==> config.mk <==
export PLATFORM = sky130hd
export DESIGN_NAME = mem_arbiter
export DESIGN_NICKNAME = d
export VERILOG_FILES = /design/src/rtl/mem_arbiter.sv
export SDC_FILE = /design/constraint.sdc
export NUM_CORES = 1
export LEC_CHECK = 0
export CELL_PAD_IN_SITES_DETAIL_PLACEMENT = 1
export CELL_PAD_IN_SITES_GLOBAL_PLACEMENT = 2
export CORE_MARGIN = 2
export CORE_UTILIZATION = 24
export DETAILED_ROUTE_END_ITERATION = 10
export GPL_TIMING_DRIVEN = 0
export PLACE_DENSITY_LB_ADDON = 0.1
export SLEW_MARGIN = 20
export SYNTH_ARGS = -nofsm -noshare
export SYNTH_HDL_FRONTEND = slang
export SYNTH_SLANG_ARGS = --single-unit
==> constraint.sdc <==
create_clock -name clk -period 2.8 [get_ports clk]
set_clock_uncertainty 0.1 [all_clocks]
set_input_delay 0.7 -clock clk [delete_from_list [all_inputs] [get_ports clk]]
set_output_delay 0.7 -clock clk [all_outputs]
set_load 0.02 [all_outputs]
==> src/rtl/mem_arbiter.sv <==
// mem_arbiter: shares one memory read/write channel among NUM_CONSUMERS
// requesters, one transaction in flight at a time.
//
// Build option: define MEM_ARB_ROUND_ROBIN_EN for round-robin arbitration
// (the search starts at a rotating pointer). Leave it undefined for fixed
// priority, where the lowest eligible index always wins.
//
// Every output is registered. All outputs, state and the round-robin pointer
// clear asynchronously while reset is low.
module mem_arbiter #(
    parameter int ADDR_BITS     = 8,
    parameter int DATA_BITS     = 16,
    parameter int NUM_CONSUMERS = 4
) (
    input  logic                                 clk,
    input  logic                                 reset,
    input  logic [NUM_CONSUMERS-1:0]             consumer_read_valid,
    input  logic [ADDR_BITS*NUM_CONSUMERS-1:0]   consumer_read_address,
    output logic [NUM_CONSUMERS-1:0]             consumer_read_ready,
    output logic [DATA_BITS*NUM_CONSUMERS-1:0]   consumer_read_data,
    input  logic [NUM_CONSUMERS-1:0]             consumer_write_valid,
    input  logic [ADDR_BITS*NUM_CONSUMERS-1:0]   consumer_write_address,
    input  logic [DATA_BITS*NUM_CONSUMERS-1:0]   consumer_write_data,
    output logic [NUM_CONSUMERS-1:0]             consumer_write_ready,
    output logic                                 mem_read_valid,
    output logic [ADDR_BITS-1:0]                 mem_read_address,
    input  logic                                 mem_read_ready,
    input  logic [DATA_BITS-1:0]                 mem_read_data,
    output logic                                 mem_write_valid,
    output logic [ADDR_BITS-1:0]                 mem_write_address,
    output logic [DATA_BITS-1:0]                 mem_write_data,
    input  logic                                 mem_write_ready,
    output logic [$clog2(NUM_CONSUMERS)-1:0]     grant_id,
    output logic                                 busy
);

    localparam int ID_W = $clog2(NUM_CONSUMERS);

    typedef enum logic [2:0] {
        ST_IDLE           = 3'd0,
        ST_READ_WAITING   = 3'd1,
        ST_WRITE_WAITING  = 3'd2,
        ST_READ_RELAYING  = 3'd3,
        ST_WRITE_RELAYING = 3'd4
    } state_t;

    state_t                           state_q, state_d;
    logic [ID_W-1:0]                  grant_id_q, grant_id_d;
    logic                             busy_q, busy_d;
    logic                             mem_read_valid_q, mem_read_valid_d;
    logic [ADDR_BITS-1:0]             mem_read_address_q, mem_read_address_d;
    logic                             mem_write_valid_q, mem_write_valid_d;
    logic [ADDR_BITS-1:0]             mem_write_address_q, mem_write_address_d;
    logic [DATA_BITS-1:0]             mem_write_data_q, mem_write_data_d;
    logic [NUM_CONSUMERS-1:0]         consumer_read_ready_q, consumer_read_ready_d;
    logic [NUM_CONSUMERS-1:0]         consumer_write_ready_q, consumer_write_ready_d;
    logic [DATA_BITS*NUM_CONSUMERS-1:0] consumer_read_data_q, consumer_read_data_d;

    logic [NUM_CONSUMERS-1:0]         eligible_s;
    logic                             win_found_s;
    logic [ID_W-1:0]                  winner_s;

    assign eligible_s = consumer_read_valid | consumer_write_valid;

`ifdef MEM_ARB_ROUND_ROBIN_EN
    logic [ID_W-1:0] rr_ptr_q, rr_ptr_d;

    // Round-robin pick: first eligible index at or after rr_ptr, wrapping.
    always_comb begin
        logic [ID_W:0]   sum_v;
        logic [ID_W-1:0] cand_v;
        logic            take_v;
        win_found_s = 1'b0;
        winner_s    = '0;
        for (int k = 0; k < NUM_CONSUMERS; k++) begin
            sum_v       = {1'b0, rr_ptr_q} + (ID_W+1)'(k);
            sum_v       = (sum_v >= (ID_W+1)'(NUM_CONSUMERS)) ?
                          (sum_v - (ID_W+1)'(NUM_CONSUMERS)) : sum_v;
            cand_v      = sum_v[ID_W-1:0];
            take_v      = eligible_s[cand_v] & ~win_found_s;
            winner_s    = take_v ? cand_v : winner_s;
            win_found_s = win_found_s | take_v;
        end
    end

    // Pointer advances to the index after the winner on every grant.
    always_comb begin
        logic [ID_W:0] next_v;
        next_v   = {1'b0, winner_s} + {{ID_W{1'b0}}, 1'b1};
        rr_ptr_d = rr_ptr_q;
        if ((state_q == ST_IDLE) && win_found_s) begin
            rr_ptr_d = (next_v == (ID_W+1)'(NUM_CONSUMERS)) ? '0 : next_v[ID_W-1:0];
        end else begin
            rr_ptr_d = rr_ptr_q;
        end
    end

    // Round-robin pointer register.
    always_ff @(posedge clk or negedge reset) begin
        if (!reset) begin
            rr_ptr_q <= '0;
        end else begin
            rr_ptr_q <= rr_ptr_d;
        end
    end
`else
    // Fixed priority pick: scanning downward leaves the lowest eligible index.
    always_comb begin
        win_found_s = 1'b0;
        winner_s    = '0;
        for (int i = NUM_CONSUMERS - 1; i >= 0; i--) begin
            winner_s    = eligible_s[i] ? ID_W'(i) : winner_s;
            win_found_s = win_found_s | eligible_s[i];
        end
    end
`endif

    // Next-state and next-output logic for the transaction FSM.
    always_comb begin
        state_d                = state_q;
        grant_id_d             = grant_id_q;
        busy_d                 = busy_q;
        mem_read_valid_d       = mem_read_valid_q;
        mem_read_address_d     = mem_read_address_q;
        mem_write_valid_d      = mem_write_valid_q;
        mem_write_address_d    = mem_write_address_q;
        mem_write_data_d       = mem_write_data_q;
        consumer_read_ready_d  = consumer_read_ready_q;
        consumer_write_ready_d = consumer_write_ready_q;
        consumer_read_data_d   = consumer_read_data_q;

        case (state_q)
            ST_IDLE: begin
                if (win_found_s) begin
                    grant_id_d = winner_s;
                    busy_d     = 1'b1;
                    // A read wins over a write from the same consumer.
                    if (consumer_read_valid[winner_s]) begin
                        mem_read_valid_d   = 1'b1;
                        mem_read_address_d = consumer_read_address[winner_s*ADDR_BITS +: ADDR_BITS];
                        state_d            = ST_READ_WAITING;
                    end else begin
                        mem_write_valid_d   = 1'b1;
                        mem_write_address_d = consumer_write_address[winner_s*ADDR_BITS +: ADDR_BITS];
                        mem_write_data_d    = consumer_write_data[winner_s*DATA_BITS +: DATA_BITS];
                        state_d             = ST_WRITE_WAITING;
                    end
                end else begin
                    state_d = ST_IDLE;
                end
            end
            ST_READ_WAITING: begin
                // Consumer valid is deliberately ignored here.
                if (mem_read_ready) begin
                    mem_read_valid_d                                      = 1'b0;
                    consumer_read_data_d[grant_id_q*DATA_BITS +: DATA_BITS] = mem_read_data;
                    consumer_read_ready_d[grant_id_q]                     = 1'b1;
                    state_d                                               = ST_READ_RELAYING;
                end else begin
                    state_d = ST_READ_WAITING;
                end
            end
            ST_WRITE_WAITING: begin
                if (mem_write_ready) begin
                    mem_write_valid_d                  = 1'b0;
                    consumer_write_ready_d[grant_id_q] = 1'b1;
                    state_d                            = ST_WRITE_RELAYING;
                end else begin
                    state_d = ST_WRITE_WAITING;
                end
            end
            ST_READ_RELAYING: begin
                // Read data stays in place after the handshake.
                if (!consumer_read_valid[grant_id_q]) begin
                    consumer_read_ready_d[grant_id_q] = 1'b0;
                    busy_d                            = 1'b0;
                    state_d                           = ST_IDLE;
                end else begin
                    state_d = ST_READ_RELAYING;
                end
            end
            ST_WRITE_RELAYING: begin
                if (!consumer_write_valid[grant_id_q]) begin
                    consumer_write_ready_d[grant_id_q] = 1'b0;
                    busy_d                             = 1'b0;
                    state_d                            = ST_IDLE;
                end else begin
                    state_d = ST_WRITE_RELAYING;
                end
            end
            default: begin
                // Unreachable encoding: drop any request and recover to idle.
                state_d                = ST_IDLE;
                busy_d                 = 1'b0;
                mem_read_valid_d       = 1'b0;
                mem_write_valid_d      = 1'b0;
                consumer_read_ready_d  = '0;
                consumer_write_ready_d = '0;
            end
        endcase
    end

    // State and registered-output flops; reset abandons any transaction.
    always_ff @(posedge clk or negedge reset) begin
        if (!reset) begin
            state_q                <= ST_IDLE;
            grant_id_q             <= '0;
            busy_q                 <= 1'b0;
            mem_read_valid_q       <= 1'b0;
            mem_read_address_q     <= '0;
            mem_write_valid_q      <= 1'b0;
            mem_write_address_q    <= '0;
            mem_write_data_q       <= '0;
            consumer_read_ready_q  <= '0;
            consumer_write_ready_q <= '0;
            consumer_read_data_q   <= '0;
        end else begin
            state_q                <= state_d;
            grant_id_q             <= grant_id_d;
            busy_q                 <= busy_d;
            mem_read_valid_q       <= mem_read_valid_d;
            mem_read_address_q     <= mem_read_address_d;
            mem_write_valid_q      <= mem_write_valid_d;
            mem_write_address_q    <= mem_write_address_d;
            mem_write_data_q       <= mem_write_data_d;
            consumer_read_ready_q  <= consumer_read_ready_d;
            consumer_write_ready_q <= consumer_write_ready_d;
            consumer_read_data_q   <= consumer_read_data_d;
        end
    end

    assign grant_id             = grant_id_q;
    assign busy                 = busy_q;
    assign mem_read_valid       = mem_read_valid_q;
    assign mem_read_address     = mem_read_address_q;
    assign mem_write_valid      = mem_write_valid_q;
    assign mem_write_address    = mem_write_address_q;
    assign mem_write_data       = mem_write_data_q;
    assign consumer_read_ready  = consumer_read_ready_q;
    assign consumer_write_ready = consumer_write_ready_q;
    assign consumer_read_data   = consumer_read_data_q;

endmodule

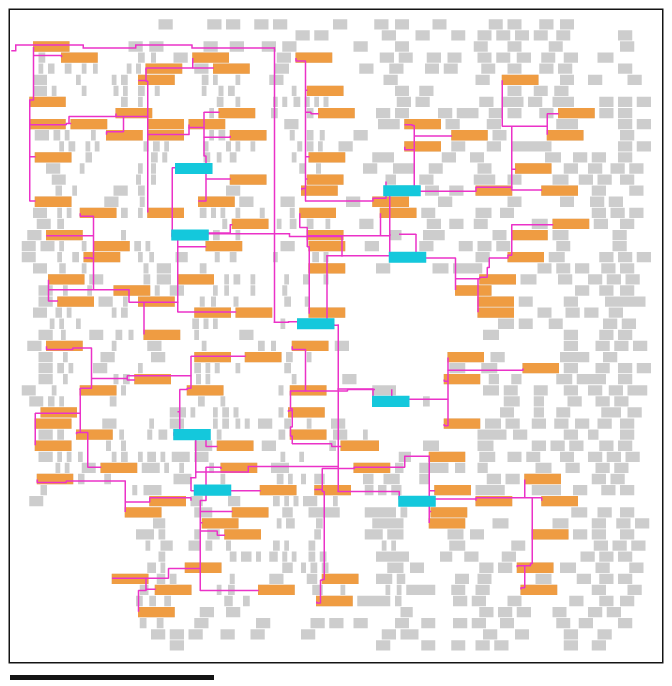
Figure 1: clock network drawn from the DEF.
Scale bar: 50 um.
[flip-flops] orange | count: 112
[clock wires] magenta | length: 1600 um
[clock drivers] cyan | count: 9
routed clock nets: 10
Clk. pwr: 1.30 mW
clock network power share: 16.4%
worst skew pair latency: 0.35 ns

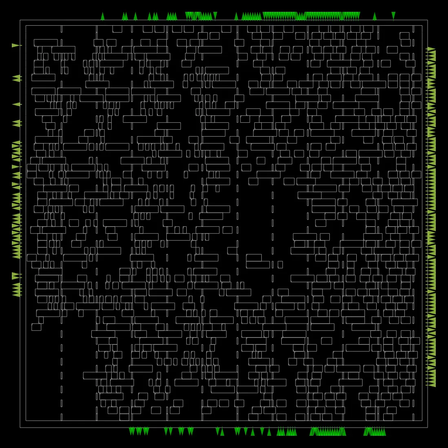
Figure 2: cell outlines without signal wires.
floorplan row count: 57
flop share of the area: 29.7%
tap cells: 324
utilization after layout: 39.1%

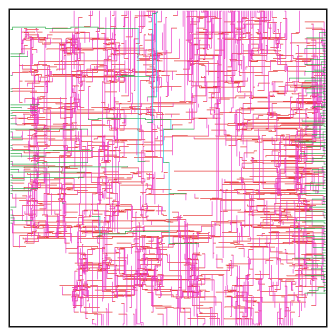
Figure 3: wiring by layer.
| layer | color | wire length |
|---|---|---|
| metal 3 | green | 1150 um |
| metal 4 | cyan | 237 um |
| metal 1 | red | 9780 um |
| metal 2 | magenta | 10700 um |
vias post-DR: 5278
Final Routed Wirelength: 21800 um
GR Util All Layers: 17.1%
Avg WL per Cell: 18.5 um

[flip-flops by register name, summed over array words and instances (netlist names)]
name	count
state_q	3
grant_id	2
mem_read_address	8
consumer_write_ready	4
consumer_read_data	64
mem_write_data	16
busy	1
mem_write_address	8
mem_write_valid	1
consumer_read_ready	4
mem_read_valid	1
[critical path, delay by kind of cell]
kind / cells / cell delay (ns)
buffers and inverters: 4 / 0.93
and+or+nand+nor: 2 / 0.54
muxes: 3 / 0.66
[cell families (layout without fill, tap and decap cells)]
group	Yosys count	in the layout	share of synthesized area (%)
DFF	112	112	48.0
muxes	130	130	24.0
adders and majority gates	8	8	1.72
AOI/OAI and AO/OA	105	105	10.3
buffers and inverters	43	333	3.58
and+or+nand+nor	166	167	12.3
==> results.sh <==
# implementation run metrics
export IMPL_status="complete, no violations"
export IMPL_dieArea_um2=25600
export IMPL_fillers=2782
export IMPL_setup_slack_ns=0.0925
export IMPL_comb_multi_input_count=410
export IMPL_syn_instance_count=564
export IMPL_switching_power_mw=3.24
export IMPL_ys_seq_elements=112
export IMPL_setup_tns_ns=0
export IMPL_place_congestion=0.887
export IMPL_largestClassByArea="non-clock buffers"
export IMPL_syn_avg_cell_area_um2=10.3
export IMPL_hold_viol_final=0
export IMPL_postSynthSeqShare_pct=48.0
export IMPL_die_w_um=160
export IMPL_ff_count=112
export IMPL_post_place_ws_ns=-0.533
export IMPL_cts_buffers=9
export IMPL_finalPower_mw=7.94
export IMPL_flop_area_um2=2800
Power and IR drop assume default switching activity.
